===== config.mk =====
export PLATFORM = sky130hd
export DESIGN_NAME = touch_adc_spi_responder_flat
export DESIGN_NICKNAME = d
export VERILOG_FILES = /design/src/rtl/touch_resp_pkg.sv /design/src/rtl/touch_adc_spi_responder_if.sv /design/src/rtl/touch_resp_sync.sv /design/src/rtl/touch_adc_spi_responder.sv /design/src/flat_wrapper.sv
export SDC_FILE = /design/constraint.sdc
export NUM_CORES = 1
export LEC_CHECK = 0
export CELL_PAD_IN_SITES_DETAIL_PLACEMENT = 0
export CELL_PAD_IN_SITES_GLOBAL_PLACEMENT = 2
export CORE_UTILIZATION = 30
export CTS_BUF_LIST = sky130_fd_sc_hd__clkbuf_8
export DETAILED_ROUTE_END_ITERATION = 8
export GPL_ROUTABILITY_DRIVEN = 0
export PLACE_DENSITY = 0.79
export SLEW_MARGIN = 15
export SYNTH_ARGS = -nofsm -noshare
export SYNTH_HDL_FRONTEND = slang
export SYNTH_SLANG_ARGS = --single-unit

===== constraint.sdc =====
create_clock -name clk -period 2.21 [get_ports clk]
set_input_delay 0.663 -clock clk [delete_from_list [all_inputs] [get_ports clk]]
set_output_delay 0.663 -clock clk [all_outputs]
set_load 0.03 [all_outputs]

===== src/rtl/touch_resp_pkg.sv =====
// touch_resp_pkg: shared FSM states, channel codes and control-byte bit positions for the touch ADC responder
package touch_resp_pkg;
  typedef enum logic [1:0] {HUNT, CMD, CONV, DATA} state_e;
  localparam logic [2:0] CH_X  = 3'b101;
  localparam logic [2:0] CH_Y  = 3'b001;
  localparam logic [2:0] CH_Z1 = 3'b011;
  localparam logic [2:0] CH_Z2 = 3'b100;
  localparam int CB_S    = 7;
  localparam int CB_A_HI = 6;
  localparam int CB_A_LO = 4;
  localparam int CB_MODE = 3;
  localparam int CB_SER  = 2;
  localparam int CB_PD1  = 1;
  localparam int CB_PD0  = 0;
endpackage


===== src/rtl/touch_adc_spi_responder_if.sv =====
// touch_adc_spi_responder_if: SPI pins plus BUSY and PENIRQ_n between touch-panel master and responder
interface touch_adc_spi_responder_if;
  logic spi_sclk;
  logic spi_mosi;
  logic spi_ss_n;
  logic spi_miso;
  logic busy;
  logic pen_irq_n;
  modport master (output spi_sclk, spi_mosi, spi_ss_n, input spi_miso, busy, pen_irq_n);
  modport slave  (input spi_sclk, spi_mosi, spi_ss_n, output spi_miso, busy, pen_irq_n);
endinterface


===== src/rtl/touch_resp_sync.sv =====
// touch_resp_sync: synchronizes sclk/mosi/ss_n into clk and flags SCLK edges while selected plus ss_n release
module touch_resp_sync #(
  parameter int SYNC_STAGES = 2
) (
  input  logic clk,
  input  logic reset_n,
  input  logic sclk_i,
  input  logic mosi_i,
  input  logic ss_n_i,
  output logic rise_o,
  output logic fall_o,
  output logic mosi_o,
  output logic ss_rise_o
);
  logic [SYNC_STAGES-1:0] sclk_q, mosi_q, ss_q;
  logic sclk_prev_q, ss_prev_q, sclk_s, ss_s;
  always_ff @(posedge clk) begin
    if (!reset_n) begin
      sclk_q      <= '0;
      mosi_q      <= '0;
      ss_q        <= '1;
      sclk_prev_q <= 1'b0;
      ss_prev_q   <= 1'b1;
    end else begin
      sclk_q      <= {sclk_q[SYNC_STAGES-2:0], sclk_i};
      mosi_q      <= {mosi_q[SYNC_STAGES-2:0], mosi_i};
      ss_q        <= {ss_q[SYNC_STAGES-2:0], ss_n_i};
      sclk_prev_q <= sclk_s;
      ss_prev_q   <= ss_s;
    end
  end
  assign sclk_s    = sclk_q[SYNC_STAGES-1];
  assign ss_s      = ss_q[SYNC_STAGES-1];
  assign mosi_o    = mosi_q[SYNC_STAGES-1];
  assign rise_o    = sclk_s & ~sclk_prev_q & ~ss_s;
  assign fall_o    = ~sclk_s & sclk_prev_q & ~ss_s;
  assign ss_rise_o = ss_s & ~ss_prev_q;
endmodule


===== src/rtl/touch_adc_spi_responder.sv =====
// touch_adc_spi_responder: ADS7843-style touch ADC emulator answering control bytes with channel samples over SPI.
// Define TOUCH_RESP_8BIT_MODE_EN to honour the MODE bit (8-bit conversions).
module touch_adc_spi_responder
  import touch_resp_pkg::*;
#(
  parameter int SYNC_STAGES = 2,
  parameter int DATA_W      = 12
) (
  input  logic                    clk,
  input  logic                    reset_n,
  touch_adc_spi_responder_if.slave spi,
  input  logic                    touch,
  input  logic [DATA_W-1:0]       x_pos,
  input  logic [DATA_W-1:0]       y_pos,
  input  logic [DATA_W-1:0]       z1,
  input  logic [DATA_W-1:0]       z2,
  output logic                    cmd_valid,
  output logic [7:0]              cmd_byte
);
  localparam int CW = $clog2(DATA_W) + 1;
  logic rise, fall, mosi_s, ss_rise, cmd_done;
  state_e state_q, state_d;
  logic [CW-1:0] cnt_q, cnt_d, first_rem;
  logic [5:0] cmd_q, cmd_d;
  logic [7:0] full, cmd_byte_q, cmd_byte_d;
  logic [DATA_W-1:0] shift_q, shift_d, sample;
  logic cmd_valid_q, cmd_valid_d, busy_q, busy_d, miso_q, miso_d;
  logic pen_en_q, pen_en_d, pen_irq_n_q, pen_irq_n_d;
  touch_resp_sync #(.SYNC_STAGES(SYNC_STAGES)) u_sync (
    .clk      (clk),
    .reset_n  (reset_n),
    .sclk_i   (spi.spi_sclk),
    .mosi_i   (spi.spi_mosi),
    .ss_n_i   (spi.spi_ss_n),
    .rise_o   (rise),
    .fall_o   (fall),
    .mosi_o   (mosi_s),
    .ss_rise_o(ss_rise)
  );
  // S is implicit: the byte is only assembled once the start bit has been seen
  assign full     = {1'b1, cmd_q, mosi_s};
  assign cmd_done = (state_q == CMD) && rise && (cnt_q == CW'(6));
  assign sample   = (full[CB_A_HI:CB_A_LO] == CH_X)  ? x_pos :
                    (full[CB_A_HI:CB_A_LO] == CH_Y)  ? y_pos :
                    (full[CB_A_HI:CB_A_LO] == CH_Z1) ? z1 :
                    (full[CB_A_HI:CB_A_LO] == CH_Z2) ? z2 : '0;
`ifdef TOUCH_RESP_8BIT_MODE_EN
  logic mode8_q;
  always_ff @(posedge clk) begin
    if (!reset_n) mode8_q <= 1'b0;
    else if (cmd_done) mode8_q <= full[CB_MODE];
  end
  assign first_rem = mode8_q ? CW'(7) : CW'(DATA_W - 1);
`else
  assign first_rem = CW'(DATA_W - 1);
`endif
  always_comb begin
    state_d     = state_q;
    cnt_d       = cnt_q;
    cmd_d       = cmd_q;
    shift_d     = shift_q;
    cmd_byte_d  = cmd_byte_q;
    cmd_valid_d = 1'b0;
    busy_d      = busy_q;
    miso_d      = miso_q;
    pen_en_d    = pen_en_q;
    if (ss_rise) begin
      state_d = HUNT;
      cnt_d   = '0;
      busy_d  = 1'b0;
      miso_d  = 1'b0;
    end else begin
      case (state_q)
        HUNT: begin
          busy_d = 1'b0;
          miso_d = 1'b0;
          if (rise && mosi_s) begin
            state_d = CMD;
            cnt_d   = '0;
          end
        end
        CMD: if (rise) begin
          cmd_d = {cmd_q[4:0], mosi_s};
          cnt_d = cnt_q + CW'(1);
          if (cmd_done) begin
            shift_d     = sample;
            cmd_byte_d  = full;
            cmd_valid_d = 1'b1;
            pen_en_d    = ~full[CB_PD0];
            cnt_d       = '0;
            state_d     = CONV;
          end
        end
        CONV: if (fall) begin
          if (cnt_q == '0) begin
            busy_d = 1'b1;
            cnt_d  = CW'(1);
          end else begin
            busy_d  = 1'b0;
            miso_d  = shift_q[DATA_W-1];
            shift_d = shift_q << 1;
            cnt_d   = first_rem;
            state_d = DATA;
          end
        end
        DATA: if (fall) begin
          miso_d  = (cnt_q == '0) ? 1'b0 : shift_q[DATA_W-1];
          shift_d = shift_q << 1;
          cnt_d   = (cnt_q == '0) ? '0 : cnt_q - CW'(1);
          state_d = (cnt_q == '0) ? HUNT : DATA;
        end
        default: state_d = HUNT;
      endcase
    end
    pen_irq_n_d = (state_d == HUNT) ? ~(touch & pen_en_d) : 1'b1;
  end
  always_ff @(posedge clk) begin
    if (!reset_n) begin
      state_q     <= HUNT;
      cnt_q       <= '0;
      cmd_q       <= '0;
      shift_q     <= '0;
      cmd_byte_q  <= 8'h00;
      cmd_valid_q <= 1'b0;
      busy_q      <= 1'b0;
      miso_q      <= 1'b0;
      pen_en_q    <= 1'b1;
      pen_irq_n_q <= 1'b1;
    end else begin
      state_q     <= state_d;
      cnt_q       <= cnt_d;
      cmd_q       <= cmd_d;
      shift_q     <= shift_d;
      cmd_byte_q  <= cmd_byte_d;
      cmd_valid_q <= cmd_valid_d;
      busy_q      <= busy_d;
      miso_q      <= miso_d;
      pen_en_q    <= pen_en_d;
      pen_irq_n_q <= pen_irq_n_d;
    end
  end
  assign spi.spi_miso  = miso_q;
  assign spi.busy      = busy_q;
  assign spi.pen_irq_n = pen_irq_n_q;
  assign cmd_valid     = cmd_valid_q;
  assign cmd_byte      = cmd_byte_q;
endmodule


===== src/flat_wrapper.sv =====
// flat-port wrapper written by rule: the top's interface ports become plain ports
module touch_adc_spi_responder_flat import touch_resp_pkg::*;
#(
  parameter int SYNC_STAGES = 2,
  parameter int DATA_W      = 12
)
  (clk, reset_n, touch, x_pos, y_pos, z1, z2, cmd_valid, cmd_byte, spi_spi_sclk, spi_spi_mosi, spi_spi_ss_n, spi_spi_miso, spi_busy, spi_pen_irq_n);
  touch_adc_spi_responder_if spi_i ();
  input  logic clk;
  input  logic reset_n;
  input  logic touch;
  input  logic [DATA_W-1:0] x_pos;
  input  logic [DATA_W-1:0] y_pos;
  input  logic [DATA_W-1:0] z1;
  input  logic [DATA_W-1:0] z2;
  output logic cmd_valid;
  output logic [7:0] cmd_byte;
  input wire logic [$bits(spi_i.spi_sclk)-1:0] spi_spi_sclk;
  input wire logic [$bits(spi_i.spi_mosi)-1:0] spi_spi_mosi;
  input wire logic [$bits(spi_i.spi_ss_n)-1:0] spi_spi_ss_n;
  output wire logic [$bits(spi_i.spi_miso)-1:0] spi_spi_miso;
  output wire logic [$bits(spi_i.busy)-1:0] spi_busy;
  output wire logic [$bits(spi_i.pen_irq_n)-1:0] spi_pen_irq_n;
  assign spi_i.spi_sclk = spi_spi_sclk;
  assign spi_i.spi_mosi = spi_spi_mosi;
  assign spi_i.spi_ss_n = spi_spi_ss_n;
  assign spi_spi_miso = spi_i.spi_miso;
  assign spi_busy = spi_i.busy;
  assign spi_pen_irq_n = spi_i.pen_irq_n;
  touch_adc_spi_responder #(.SYNC_STAGES(SYNC_STAGES), .DATA_W(DATA_W)) u_core (.clk(clk), .reset_n(reset_n), .spi(spi_i), .touch(touch), .x_pos(x_pos), .y_pos(y_pos), .z1(z1), .z2(z2), .cmd_valid(cmd_valid), .cmd_byte(cmd_byte));
endmodule

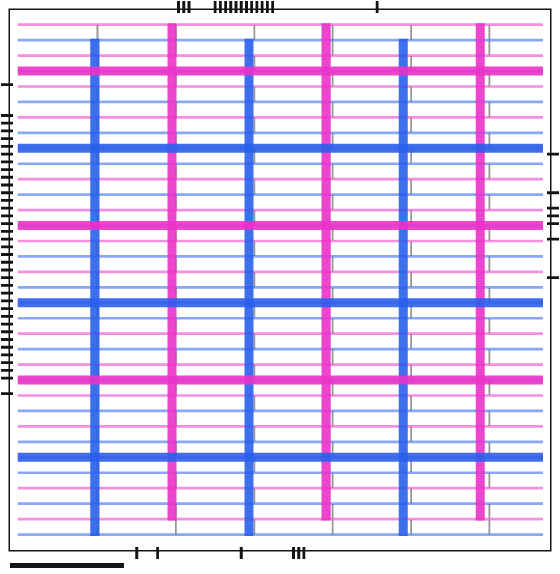
Figure 1: run 1, supply network.
Bar = 20 um. Pins as bars on the die edge. Tap cells in grey.
- magenta: VDD
- blue: VSS
- met1 rails: 34
- met5 straps: 6
- signal pins: 66

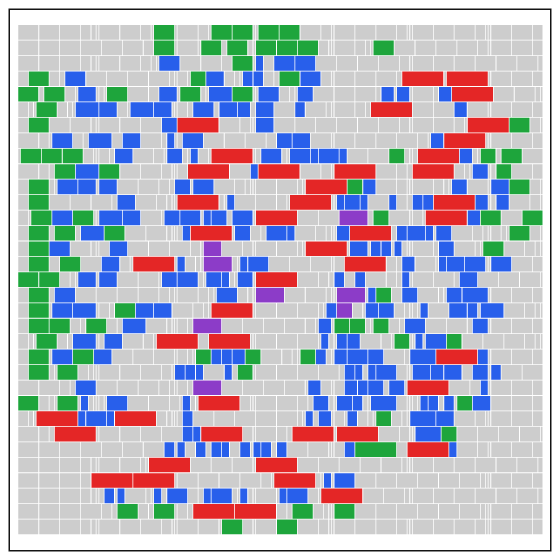
Figure 2: run 1, placement by cell class.
Fill, decap, tap and diode cells in grey.
- blue: combinational and other logic (cells 217)
- purple: clock drivers and dummy loads (cells 8)
- red: sequential cells (cells 46)
- green: remaining buffers and delay cells (cells 85)

==> run summary, run 1 <==
Vias in the first global route - 2,256
Met3 GRT Util - 3.27%
Core area - 8300 sq um
Number of non-clock inverters in the layout - 6
CTS root buf - clkbuf_8
R2R Path End - u_core.shift_q[1]$_SDFFE_PN0P_
Worst reg2reg path depth - 7
Count leader, synth - dfxtp_1
Final ANT Viol Nets - 0
Critical Path Source - u_core.cnt_q[1]$_SDFFE_PP0P_
Largest stage delay, worst path - 0.48 ns
Yosys warning count - 0
Die H - 95.1 um
Mapped Area - 2600 sq um
Max Clk Rate - 497 MHz
RSZ-0062 raised after global routing - false
Final instance area - 3510 sq um
First-pass GRT wire length - 11,000 um
Met2 wire length - 3020 um
Biggest Area Class - combinational gates
Setup TNS - 0 ns
Post-synth top area share - 35.4%
Clock power frac - 36.1%
Fp util - 31.3%
HP Class - reg -> reg
Biggest area cells - dfxtp_1 35%, mux2i_1 12%, o211ai_1 4.6%
Post_cts resized - 0
Detailed Place HPWL - 4890 um
Fraction of area in registers - 26.3%
Tool Warnings - 28
Combinational share of power - 9.4%
Cell taking the most area after synthesis - dfxtp_1
Crit path cell chain - inv_1 -> ha_1 -> or4b_1 -> a211oi_1 -> a211o_2 -> buf_12 -> mux2i_1
Area grow syn2layout - 34.9%
Critical path startpoint category - flop
Fin nets - 412
Insertion Delay late pin - 0.30 ns
Net Sw Frac - 22.5%
Die x size - 95.1 um
Area of placed instances - 3390 sq um
Boundary Pins - 66
Sequential cell power - 839 uW
Comb/total area - 43.3%
# rows - 33
Die Size - 9040 sq um
Max cap viols - 0
Post-synth ARST share - 0%
Share of cells above drive strength 1 - 9.83%
Fin. max-slew vios - 0
Synth cell types - 48
Sequential share of power - 54.5%
Clock transition at path regs - 0.09 ns
CP max FO - 12
Total Wirelength - 6720 um
Internal Pwr Total - 1190 uW
Cells after synthesis - 293
Setup crit end kind - flop
Num tapcells - 105
Pwr per Cell Area - 439 nW/um^2
# clock sinks - 46
# diodes - 0
Clock Path Buffers - 2
Critical path class - reg -> reg
Final hold viol count - 0
Clk_skew - 0.0108 ns
Leading power group - sequential cells
Outcome - finished clean
Non-clock buffer share - 23.2%
DR pass1 iterations - 4
Grt peak-use layer - met2
Pin count of the biggest net entering global routing - 30
Comb area - 1520 sq um
WL met1 - 3240 um
H-tree depth - 2
# port buffers - 65
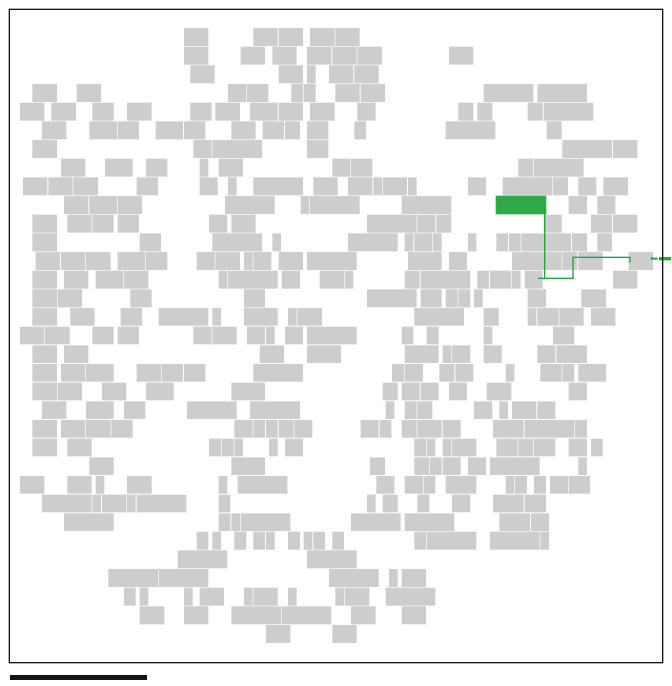
Figure 3: run 1, I/O nets highlighted.
Bar = 20 um.
- green: spi_spi_miso (direction output; edge right; end cells 1; buffers 1; wire 27.8 um)

## run 1: state kept, by name, summed over array words and instances, names as in the netlist, 2 cells and up
signal,cells
u_core.cmd_byte,8
u_core.u_sync.mosi_q,2
u_core.u_sync.ss_q,2
u_core.shift_q,12
u_core.cnt_q,5
u_core.state_q,2
u_core.u_sync.sclk_q,2
u_core.cmd_q,6
## run 1: kinds of logic (layout without fill, tap and decap cells)
family	Yosys count	in the layout	synth area share, %
compound gates	67	67	18.2
simple gates	109	109	26.5
mux	32	32	12.3
buf+inv	36	99	6.11
flops	46	46	35.4
fa+ha+maj	3	3	1.44
## run 1: worst max-delay path, delay by kind of cell, from the launching register on
kind,cells,cell delay (ns)
and+or+nand+nor,1,0.48
AOI/OAI and AO/OA,2,0.45
DFF,1,0.37
buffers and inverters,2,0.24
adders and majority gates,1,0.20
muxes,1,0.19
## run 1: how the worst min path moves through the flow
stage	startpoint	end
2_1_floorplan	u_core.u_sync.ss_q[0]$_SDFF_PN1_	u_core.u_sync.ss_q[1]$_SDFF_PN1_
4_1_cts	u_core.u_sync.ss_q[0]$_SDFF_PN1_	u_core.u_sync.ss_q[1]$_SDFF_PN1_
3_5_place_dp	u_core.u_sync.ss_q[0]$_SDFF_PN1_	u_core.u_sync.ss_q[1]$_SDFF_PN1_
5_1_grt	u_core.u_sync.ss_q[0]$_SDFF_PN1_	u_core.u_sync.ss_q[1]$_SDFF_PN1_
3_3_place_gp	u_core.u_sync.ss_q[0]$_SDFF_PN1_	u_core.u_sync.ss_q[1]$_SDFF_PN1_
6_report	u_core.u_sync.ss_q[0]$_SDFF_PN1_	u_core.u_sync.ss_q[1]$_SDFF_PN1_
==> run 2, diff against run 1 <==
==> constraint.sdc (replaced) <==
create_clock -name clk -period 2.21 [get_ports clk]
set_input_delay 0.442 -clock clk [delete_from_list [all_inputs] [get_ports clk]]
set_output_delay 0.442 -clock clk [all_outputs]
set_load 0.03 [all_outputs]
==> run summary, run 2 <==
Outcome - finished clean
Mapped Area - 2600 sq um
Post-synth ARST share - 0%
Clock transition at path regs - 0.09 ns
# port buffers - 65
WHS Endpoint - u_core.u_sync.ss_q[1]$_SDFF_PN1_
Hold Crit Depth - 1
Clk_skew - 0.0142 ns
Cell taking the most area after synthesis - dfxtp_1
Worst path depth - 6
Critical path class - reg -> reg
Boundary Pins - 66
Die H - 95.1 um
P_leak - 0.00126 uW
Yosys warning count - 0
HP Class - reg -> reg
Number of flip-flops in the largest register - 12
Final instance area - 3480 sq um
Largest stage delay, worst path - 0.47 ns
H-tree depth - 2
Detailed Place HPWL - 4850 um
Fin nets - 406
Critical path startpoint category - flop
Area grow syn2layout - 34.1%
Comb/total area - 43.6%
Max cap viols - 0
Num tapcells - 105
Non-clock buffer share - 22.4%
Number of non-clock inverters in the layout - 6
# clock sinks - 46
DRT iter0 DRCs - 94
Die Size - 9040 sq um
Overflow after GRT - 0
Final hold viol count - 0
Pin count of the biggest net entering global routing - 38
Post-synth top area share - 35.4%
Area of placed instances - 3370 sq um
Total Wirelength - 6690 um
DR pass1 iterations - 4
R2R Path End - u_core.shift_q[2]$_SDFFE_PN0P_
Synth cell types - 48
# diodes - 0
Insertion Delay late pin - 0.30 ns
Seq share, synth - 35.4%
CTS root buf - clkbuf_8
Biggest area cells - dfxtp_1 35%, mux2i_1 12%, o211ai_1 4.6%
Fraction of area in registers - 26.4%
Largest register by flop count - u_core.shift_q
Initial antenna violation count - 0
Max Clk Rate - 485 MHz
Setup crit end kind - flop
Die x size - 95.1 um
Main flop type - dfxtp_1
Clock Path Buffers - 2
Post_cts resized - 0
Comb area - 1520 sq um
Worst hold start - u_core.u_sync.ss_q[0]$_SDFF_PN1_
Pwr per Cell Area - 463 nW/um^2
Vias in the first global route - 2,261
Critical Path Source - u_core.cnt_q[0]$_SDFFE_PP0P_
Tmin final - 2.06 ns
Tool Warnings - 28
Cells after synthesis - 293
Fin. max-slew vios - 0
Worst path buffer plus inverter count - 1
Share of cells above drive strength 1 - 8.00%
RSZ-0062 raised after global routing - false
CP top delay family - AND-OR/OR-AND gates
Critical Path AT - 2.28 ns
Setup TNS - 0 ns
# rows - 33
First-pass GRT wire length - 10,900 um
Fp util - 31.3%
Worst reg2reg path depth - 6
Crit path cell chain - inv_1 -> ha_1 -> or4b_1 -> a211oi_1 -> a211o_2 -> mux2i_1
CP max FO - 12
[run 2: cell count changes in the layout (fill, tap and decap cells not counted), sizes merged]
| cell | delta |
|---|---|
| bufinv | +1 |
| clkbuf | -1 |
| buf | -6 |
[run 2: worst max-delay path by stage]
stage | slack [ns] | endpoint
finish | 0.15 | u_core.shift_q[2]$_SDFFE_PN0P_
global route | 0.01 | u_core.shift_q[2]$_SDFFE_PN0P_
CTS | 0.13 | u_core.shift_q[2]$_SDFFE_PN0P_
detailed placement | 0.16 | u_core.shift_q[2]$_SDFFE_PN0P_
global placement | 0.22 | u_core.shift_q[11]$_SDFFE_PN0P_
floorplan | 0.27 | u_core.shift_q[10]$_SDFFE_PN0P_
[run 2: cell families (layout without fill, tap and decap cells)]
kind of cell	count (synthesis)	count (layout)	synth area share, %
and+or+nand+nor	109	109	26.5
AOI/OAI and AO/OA	67	67	18.2
DFF	46	46	35.4
buffers and inverters	36	93	6.11
muxes	32	32	12.3
adders and majority gates	3	3	1.44
[run 2: per-layer routing]
layer | vias up | track usage, % | wire [um]
li1 | 1212 | - | -
met1 | 1120 | 21.2 | 3320
met2 | 74 | 24.5 | 2910
met3 | 10 | 3.75 | 352
met4 | 0 | 4.80 | 104
met5 | - | 0 | 0
[run 2: power breakdown]
| group | switching (uW) | leakage, uW | total (uW) | internal, uW |
|---|---|---|---|---|
| clock | 293 | 0.0000556 | 627 | 333 |
| combinational | 44.0 | 0.000833 | 147 | 103 |
| sequential | 4.38 | 0.000372 | 840 | 835 |
| total | 342 | 0.00126 | 1610 | 1270 |
[run 2: stage by stage]
step	setup slack, ns	utilization, %	hold WS (ns)
finish	0.150	42.0	0.436
global route	0.0117	42.0	0.451
CTS	0.133	42.0	0.438
detailed placement	0.160	40.7	0.405
global placement	0.218	40.7	0.398
floorplan	0.270	-	0.386
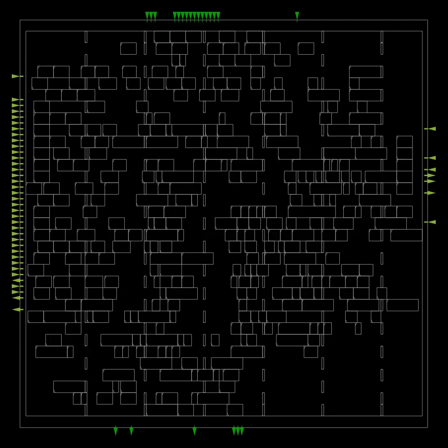
Figure 4: run 2, cell placement.
core area: 8300 sq um
Fillers: 806

Power is estimated from default activity; no workload was simulated.
